$ cat config.mk
export PLATFORM = sky130hd
export DESIGN_NAME = update_line_packer
export DESIGN_NICKNAME = d
export VERILOG_FILES = /design/src/rtl/update_line_packer.sv
export SDC_FILE = /design/constraint.sdc
export NUM_CORES = 2
export LEC_CHECK = 0
export CAP_MARGIN = 10
export CORE_UTILIZATION = 30
export CTS_CLUSTER_SIZE = 40
export DETAILED_ROUTE_END_ITERATION = 16
export GPL_TIMING_DRIVEN = 1
export PLACE_DENSITY = 0.54
export SLEW_MARGIN = 20
export SYNTH_ARGS = -nofsm -noshare
export SYNTH_HDL_FRONTEND = slang
export SYNTH_SLANG_ARGS = --single-unit
$ cat constraint.sdc
create_clock -name clk -period 8.9 [get_ports clk]
set_input_delay 1.78 -clock clk [delete_from_list [all_inputs] [get_ports clk]]
set_output_delay 1.78 -clock clk [all_outputs]
set_load 0.05 [all_outputs]
$ cat src/rtl/update_line_packer.sv
// update_line_packer
//
// Packs sorted 8-lane batches (valid words in the highest-indexed lanes) into
// dense 8-word lines. Valid words are appended to a 15-entry accumulator; a
// full line is emitted whenever 8 or more words are held. On end-of-input the
// remainder is flushed as a final partial line. If that remainder exceeds 8,
// the flush takes a second cycle in the FLUSH state.
//
// Ports:
//   clk, rst                  clock, synchronous active-high reset
//   word_in0..7, valid_in0..7 sorted batch words and per-lane valid bits
//   word_in_valid             batch qualifier
//   last_input_in             end-of-input marker (accepted with or without a batch)
//   control_in                tag latched with each accepted batch / last-only cycle
//   line_out0..7              packed line, oldest word in lane 0, unused lanes 0
//   line_valid                one-cycle strobe for line_out/line_count/line_last
//   line_count, line_last     words in the line (0..8), final-line flag
//   control_out               latched control tag
//   fill_level                registered accumulator occupancy
//   format_err, overflow_err  sticky error flags (cleared only by rst)
module update_line_packer #(
  parameter int W     = 32,
  parameter int LANES = 8
) (
  input  logic         clk,
  input  logic         rst,
  input  logic [W-1:0] word_in0,
  input  logic [W-1:0] word_in1,
  input  logic [W-1:0] word_in2,
  input  logic [W-1:0] word_in3,
  input  logic [W-1:0] word_in4,
  input  logic [W-1:0] word_in5,
  input  logic [W-1:0] word_in6,
  input  logic [W-1:0] word_in7,
  input  logic         valid_in0,
  input  logic         valid_in1,
  input  logic         valid_in2,
  input  logic         valid_in3,
  input  logic         valid_in4,
  input  logic         valid_in5,
  input  logic         valid_in6,
  input  logic         valid_in7,
  input  logic         word_in_valid,
  input  logic         last_input_in,
  input  logic [1:0]   control_in,
  output logic [W-1:0] line_out0,
  output logic [W-1:0] line_out1,
  output logic [W-1:0] line_out2,
  output logic [W-1:0] line_out3,
  output logic [W-1:0] line_out4,
  output logic [W-1:0] line_out5,
  output logic [W-1:0] line_out6,
  output logic [W-1:0] line_out7,
  output logic         line_valid,
  output logic [3:0]   line_count,
  output logic         line_last,
  output logic [1:0]   control_out,
  output logic [3:0]   fill_level,
  output logic         format_err,
  output logic         overflow_err
);

  localparam int DEPTH = 2 * LANES - 1;

  typedef enum logic {RUN = 1'b0, FLUSH = 1'b1} state_t;

  state_t state_reg, state_next;

  logic [W-1:0] words     [LANES];
  logic [W-1:0] acc_reg   [DEPTH];
  logic [W-1:0] acc_next  [DEPTH];
  logic [W-1:0] merged    [DEPTH];
  logic [W-1:0] shifted   [DEPTH];
  logic [W-1:0] line_reg  [LANES];
  logic [W-1:0] emit_words[LANES];
  logic [3:0]   fill_reg, fill_next;
  logic [7:0]   mask, top_mask;
  logic [3:0]   n, n_eff, nf;
  logic         format_bad;
  logic         emit, emit_last;
  logic [3:0]   emit_count;

  assign words[0] = word_in0;
  assign words[1] = word_in1;
  assign words[2] = word_in2;
  assign words[3] = word_in3;
  assign words[4] = word_in4;
  assign words[5] = word_in5;
  assign words[6] = word_in6;
  assign words[7] = word_in7;
  assign mask = {valid_in7, valid_in6, valid_in5, valid_in4,
                 valid_in3, valid_in2, valid_in1, valid_in0};

  always_comb begin
    n = '0;
    for (int i = 0; i < LANES; i++) n = n + {3'b000, mask[i]};
  end

  assign n_eff      = word_in_valid ? n : 4'd0;
  assign top_mask   = ~(8'hFF >> n);          // the only legal mask for this popcount
  assign format_bad = word_in_valid && (mask != top_mask);
  // fill is at most 7 whenever a batch is accepted, so nf fits in 4 bits
  assign nf         = fill_reg + n_eff;

  // merged = held words followed by lanes 8-n..7 of the batch, zero beyond nf
  for (genvar gi = 0; gi < DEPTH; gi++) begin : g_merge
    logic [3:0] pos, off;
    always_comb begin
      pos        = 4'(gi);
      off        = pos - fill_reg;
      merged[gi] = '0;
      if (pos < fill_reg)
        merged[gi] = acc_reg[gi];
      else if (off < n_eff)
        merged[gi] = words[3'(off + 4'd8 - n_eff)];
    end
  end

  // remainder after a full line leaves: move entries 8..14 down to 0..6
  for (genvar gi = 0; gi < DEPTH; gi++) begin : g_shift
    if (gi < DEPTH - LANES) begin : g_hi
      assign shifted[gi] = merged[gi + LANES];
    end else begin : g_zero
      assign shifted[gi] = '0;
    end
  end

  // state register
  always_ff @(posedge clk) begin
    if (rst) state_reg <= RUN;
    else     state_reg <= state_next;
  end

  // next-state logic
  always_comb begin
    state_next = state_reg;
    case (state_reg)
      RUN:     if (last_input_in && nf > 4'd8) state_next = FLUSH;
      FLUSH:   state_next = RUN;
      default: state_next = RUN;
    endcase
  end

  // output / datapath logic
  always_comb begin
    acc_next   = acc_reg;
    fill_next  = fill_reg;
    emit       = 1'b0;
    emit_count = 4'd0;
    emit_last  = 1'b0;
    for (int i = 0; i < LANES; i++) emit_words[i] = '0;
    if (state_reg == FLUSH) begin
      // entries at and above fill are kept zero, so lanes >= count come out 0
      emit       = 1'b1;
      emit_count = fill_reg;
      emit_last  = 1'b1;
      fill_next  = 4'd0;
      for (int i = 0; i < LANES; i++) emit_words[i] = acc_reg[i];
      for (int i = 0; i < DEPTH; i++) acc_next[i] = '0;
    end else if (last_input_in && nf <= 4'd8) begin
      emit       = 1'b1;
      emit_count = nf;
      emit_last  = 1'b1;
      fill_next  = 4'd0;
      for (int i = 0; i < LANES; i++) emit_words[i] = merged[i];
      for (int i = 0; i < DEPTH; i++) acc_next[i] = '0;
    end else if (nf >= 4'd8) begin
      // full line; with last_input_in this is the first half of a flush
      emit       = 1'b1;
      emit_count = 4'd8;
      fill_next  = nf - 4'd8;
      for (int i = 0; i < LANES; i++) emit_words[i] = merged[i];
      acc_next   = shifted;
    end else begin
      acc_next  = merged;
      fill_next = nf;
    end
  end

  always_ff @(posedge clk) begin
    if (rst) begin
      for (int i = 0; i < DEPTH; i++) acc_reg[i] <= '0;
      for (int i = 0; i < LANES; i++) line_reg[i] <= '0;
      fill_reg     <= 4'd0;
      line_valid   <= 1'b0;
      line_count   <= 4'd0;
      line_last    <= 1'b0;
      control_out  <= 2'd0;
      format_err   <= 1'b0;
      overflow_err <= 1'b0;
    end else begin
      acc_reg    <= acc_next;
      fill_reg   <= fill_next;
      line_valid <= emit;
      if (emit) begin
        line_reg   <= emit_words;
        line_count <= emit_count;
        line_last  <= emit_last;
      end
      if (state_reg == RUN && (word_in_valid || last_input_in)) control_out <= control_in;
      if (state_reg == RUN && format_bad) format_err <= 1'b1;
      if (state_reg == FLUSH && word_in_valid) overflow_err <= 1'b1;
    end
  end

  assign fill_level = fill_reg;
  assign line_out0  = line_reg[0];
  assign line_out1  = line_reg[1];
  assign line_out2  = line_reg[2];
  assign line_out3  = line_reg[3];
  assign line_out4  = line_reg[4];
  assign line_out5  = line_reg[5];
  assign line_out6  = line_reg[6];
  assign line_out7  = line_reg[7];

endmodule

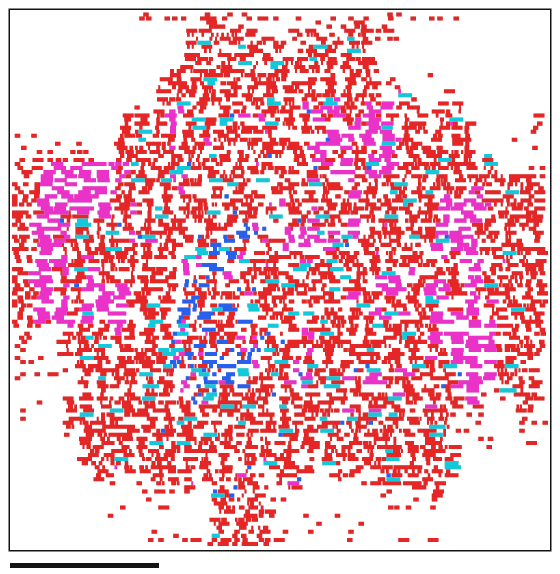
*Drive-strength map*
Scale bar: 100 µm.
Key: drive 3 to 4 = blue [cells 114, share 2.6%]; drive 2 = magenta [cells 449, share 10%]; drive 1 or less = red [cells 3635, share 83%]; drive 6 and up = cyan [cells 165, share 3.8%]
final setup margin: 1.37 ns
Syn-to-layout area delta: 26.9%

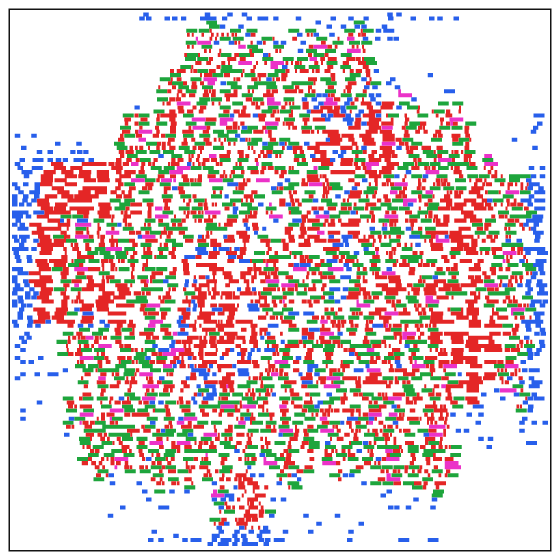
*Cells coloured by class*
Key: all other logic = red [cells 2803]; clock drivers and dummy loads = magenta [cells 162]; flops = green [cells 751]; other buffers and delay cells = blue [cells 647]
Core Box Area: 0.129 mm²
final instance area: 0.0497 mm²
num rows: 132
Core Util, Final: 38.4%
fraction of area in registers: 30.2%

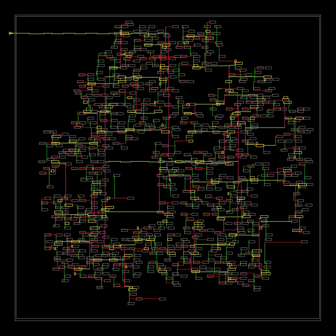
*Clock wiring as the flow saved it*
Late-Pin Clk Latency: 0.68 ns
clkbuf count: 128
Worst Skew: 0.0272 ns

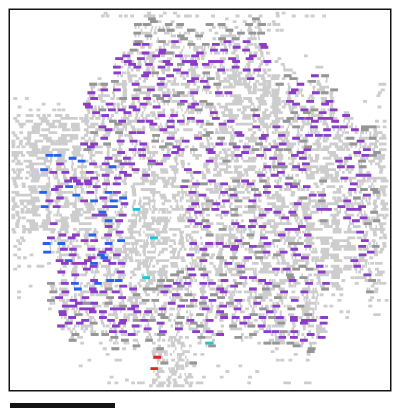
*Sequential cells grouped by signal name*
Scale bar: 100 µm.
Key: `acc_reg` = purple [flops 480, where spread over the die]; `control_out` = red [flops 2]; `fill_level` = cyan [flops 4]; `line_out4` = blue [flops 32, where middle left]
Another 233 sequential cells are not coloured.
Reg area: 0.0150 mm²
seq pwr: 4.44 mW

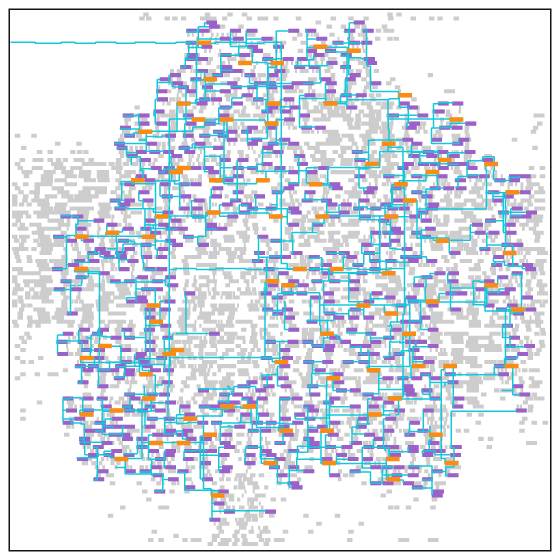
*Clock distribution*
Key: flip-flops = purple [count 751]; clock wires = cyan [length 11100 µm]; cells driving clock nets = orange [count 86]
Position of the flops: spread over the die.
clock group power: 3.85 mW
clock share of power: 18.1%

==> flow_summary.json <==
{
  "rsz0062_at_grt": "no",
  "crit_path_cell_trace": "clkdlybuf4s50_1, inv_1, fa_1, fa_1, fa_1, inv_1, ha_1, fa_1, xor2_2, nand2_1, ha_1, a32o_4, xor2_4, buf_4, buf_4, a211oi_1, a211oi_1",
  "fill_cells": 12900,
  "placedInstanceArea_mm2": 0.0467,
  "dieArea_mm2": 0.132,
  "synth_top_area_share_pct": 38.4,
  "critPathLaunchType": "input pin",
  "crit_required_ns": 9.49,
  "htree_num_levels": 3,
  "ys_sh_xor_pct": 0.517,
  "die_w_um": 363,
  "p_int_mw": 11.0,
  "totalWireLength_mm": 198,
  "maxCapViolations": 0,
  "yosysTopAreaCell": "dfxtp_1",
  "cts_resized": 0,
  "slew_violations": 0,
  "die_y_um": 363,
  "vias": 37200,
  "drt-pass1-iter-count": 9,
  "setup_viol": 0,
  "antenna_found_initial": 16,
  "powerDensity_mw_per_mm2": 427,
  "grtUsageTotal_pct": 29.0,
  "outcome": "finished, final reports clean",
  "power_switching_mw": 10.3,
  "cts_buffer_depth": 3,
  "tns_ns": 0,
  "flop_cell": "dfxtp_1",
  "drc": 0,
  "grt_overflow": 0,
  "seqPwrFrac_pct": 20.9,
  "portBuffers": 539,
  "relSlewSlack_pct": 27.1,
  "ys_sh_mux_pct": 21.1,
  "fp_nets": 4289,
  "path_class": "input pin to flop",
  "yosys.cell_types.count": 64,
  "first_iter_violations": 4902,
  "yosysWarnings": 0,
  "final_hold_viol_count": 0,
  "warnings": 42,
  "ios": 540,
  "largest_register_ffs": 480,
  "slowest_stage": "buf_4",
  "avgSynthCellArea_um2": 9.88,
  "vias_per_cell": 6.09,
  "grt_max_degree": 115,
  "layout.area.comb_mm2": 0.0227,
  "ant_nets": 0,
  "cts_root_buf": "clkbuf_16",
  "clock-sinks": 751,
  "hold_buffers": 0,
  "hpwlAfterDp_mm": 142,
  "post_drt_wl_per_cell_um": 32.4,
  "dp_cells": 5943,
  "path_delay_family": "adder cells",
  "ys_ff": 751,
  "edf_count": 0,
  "nNetsFinal": 4611,
  "area_leaders": "dfxtp_1 (38%), mux4_2 (15%), a22oi_1 (7.2%)",
  "leakage_nw": 16.8,
  "ys_chip_area_mm2": 0.0392,
  "sw_frac_of_total_pct": 48.3,
  "min_path_type": "flop to flop",
  "top_logic_kind": "AND-OR/OR-AND gates",
  "adder_share_pct": 1.82,
  "timing.final.crit_share_pct": 84.6,
  "clk_pin_slew_worst_paths_ns": 0.06,
  "yosys-stat-cells": 3967,
  "tightest_slew_ns": 1.09,
  "crit_fanout": 50,
  "clock.fmax_ghz": 0.133,
  "gp_congestion": 0.962,
  "synthAoiAreaFrac_pct": 23.9,
  "critPathCaptureType": "flop",
  "fin_total_pwr_mw": 21.2,
  "async_flop_share_pct": 0,
  "comb_power_share_pct": 61.0
}
[synthesized netlist by cell type (all sizes together), types with 45 or more instances]
cell / number
a211oi: 263
a21oi: 321
a221oi: 65
a22o: 65
a22oi: 376
and2: 69
buf: 149
clkbuf: 264
dfxtp: 751
ha: 45
mux2: 161
mux2i: 67
mux4: 256
nand2: 228
nand3: 61
nor2: 378
o21ai: 121
[stage by stage]
stage	setup WS (ns)	hold WS, ns
floorplan	2.06	0.447
global placement	0.788	0.440
detailed placement	0.754	0.442
CTS	1.46	0.450
global route	1.12	0.467
finish	1.37	0.449
[cells in the final DEF, fill, tap and decap left out, types with 21 or more instances in the layout]
cell type / instances
a211oi_1: 256
a21oi_1: 314
a221oi_1: 65
a222oi_1: 31
a22o_1: 65
a22oi_1: 375
a31oi_1: 30
and2_1: 69
and3_1: 29
buf_12: 36
buf_4: 72
clkbuf_16: 87
clkbuf_8: 28
clkdlybuf4s50_1: 538
dfxtp_1: 749
ha_1: 40
inv_1: 33
mux2_2: 161
mux2i_1: 66
mux4_2: 256
nand2_1: 228
nand2b_1: 36
nand3_1: 61
nor2_1: 375
nor2b_1: 36
o21ai_0: 117
o22ai_1: 31
o2bb2ai_1: 21
[kinds of logic after synthesis]
kind of cell,Yosys count
AND-OR/OR-AND,1360
multiplexers,484
XOR/XNOR,18
buffers and inverters,448
other,1
flip-flops,751
AND/OR/NAND/NOR,852
adder cells (fa/ha/maj),53
[metal layers]
metal | global-route usage, % | part of all wire, %
met3 | 10.1 | 12
met1 | 37.3 | 39
met2 | 45.5 | 45
met5 | 0 | 0.045
met4 | 8.46 | 3.1
[power by group through the flow]
stage / logic [mW] / registers (mW) / clock network [mW]
after global placement: 12.7 / 4.49 / 0
after CTS: 12.8 / 4.44 / 3.89
final: 12.9 / 4.44 / 3.85
after floorplan: 6.97 / 5.23 / 0
after detailed placement: 12.7 / 4.50 / 0
after global routing: 13.4 / 4.50 / 4.01
[tightest hold or removal path, stage by stage (launching register included)]
cell and delay (ns):
dfxtp_1 0.31, nand2_1 0.05, nand2_1 0.04
[area by class of cell]
class	count	share of cell area, %
Multi-Input combinational cell	2768	45.5
Sequential cell	751	30.2
Timing Repair Buffer	647	13.4
Clock buffer	128	5.25
Tap cell	1742	4.38
Clock inverter	34	0.865
Inverter	35	0.264
Antenna cell	12	0.0604
[worst paths after layout]
kind              slack, ns          start             to  cells past startpoint
setup / recovery       1.37      valid_in1   acc_reg[378]                     17
hold / removal         0.45  line_out2[28]  line_out2[28]                      2
setup reg to reg       4.04  fill_level[1]   acc_reg[452]                     10
hold reg to reg        0.45  line_out2[28]  line_out2[28]                      2
Power is estimated from default activity; no workload was simulated.
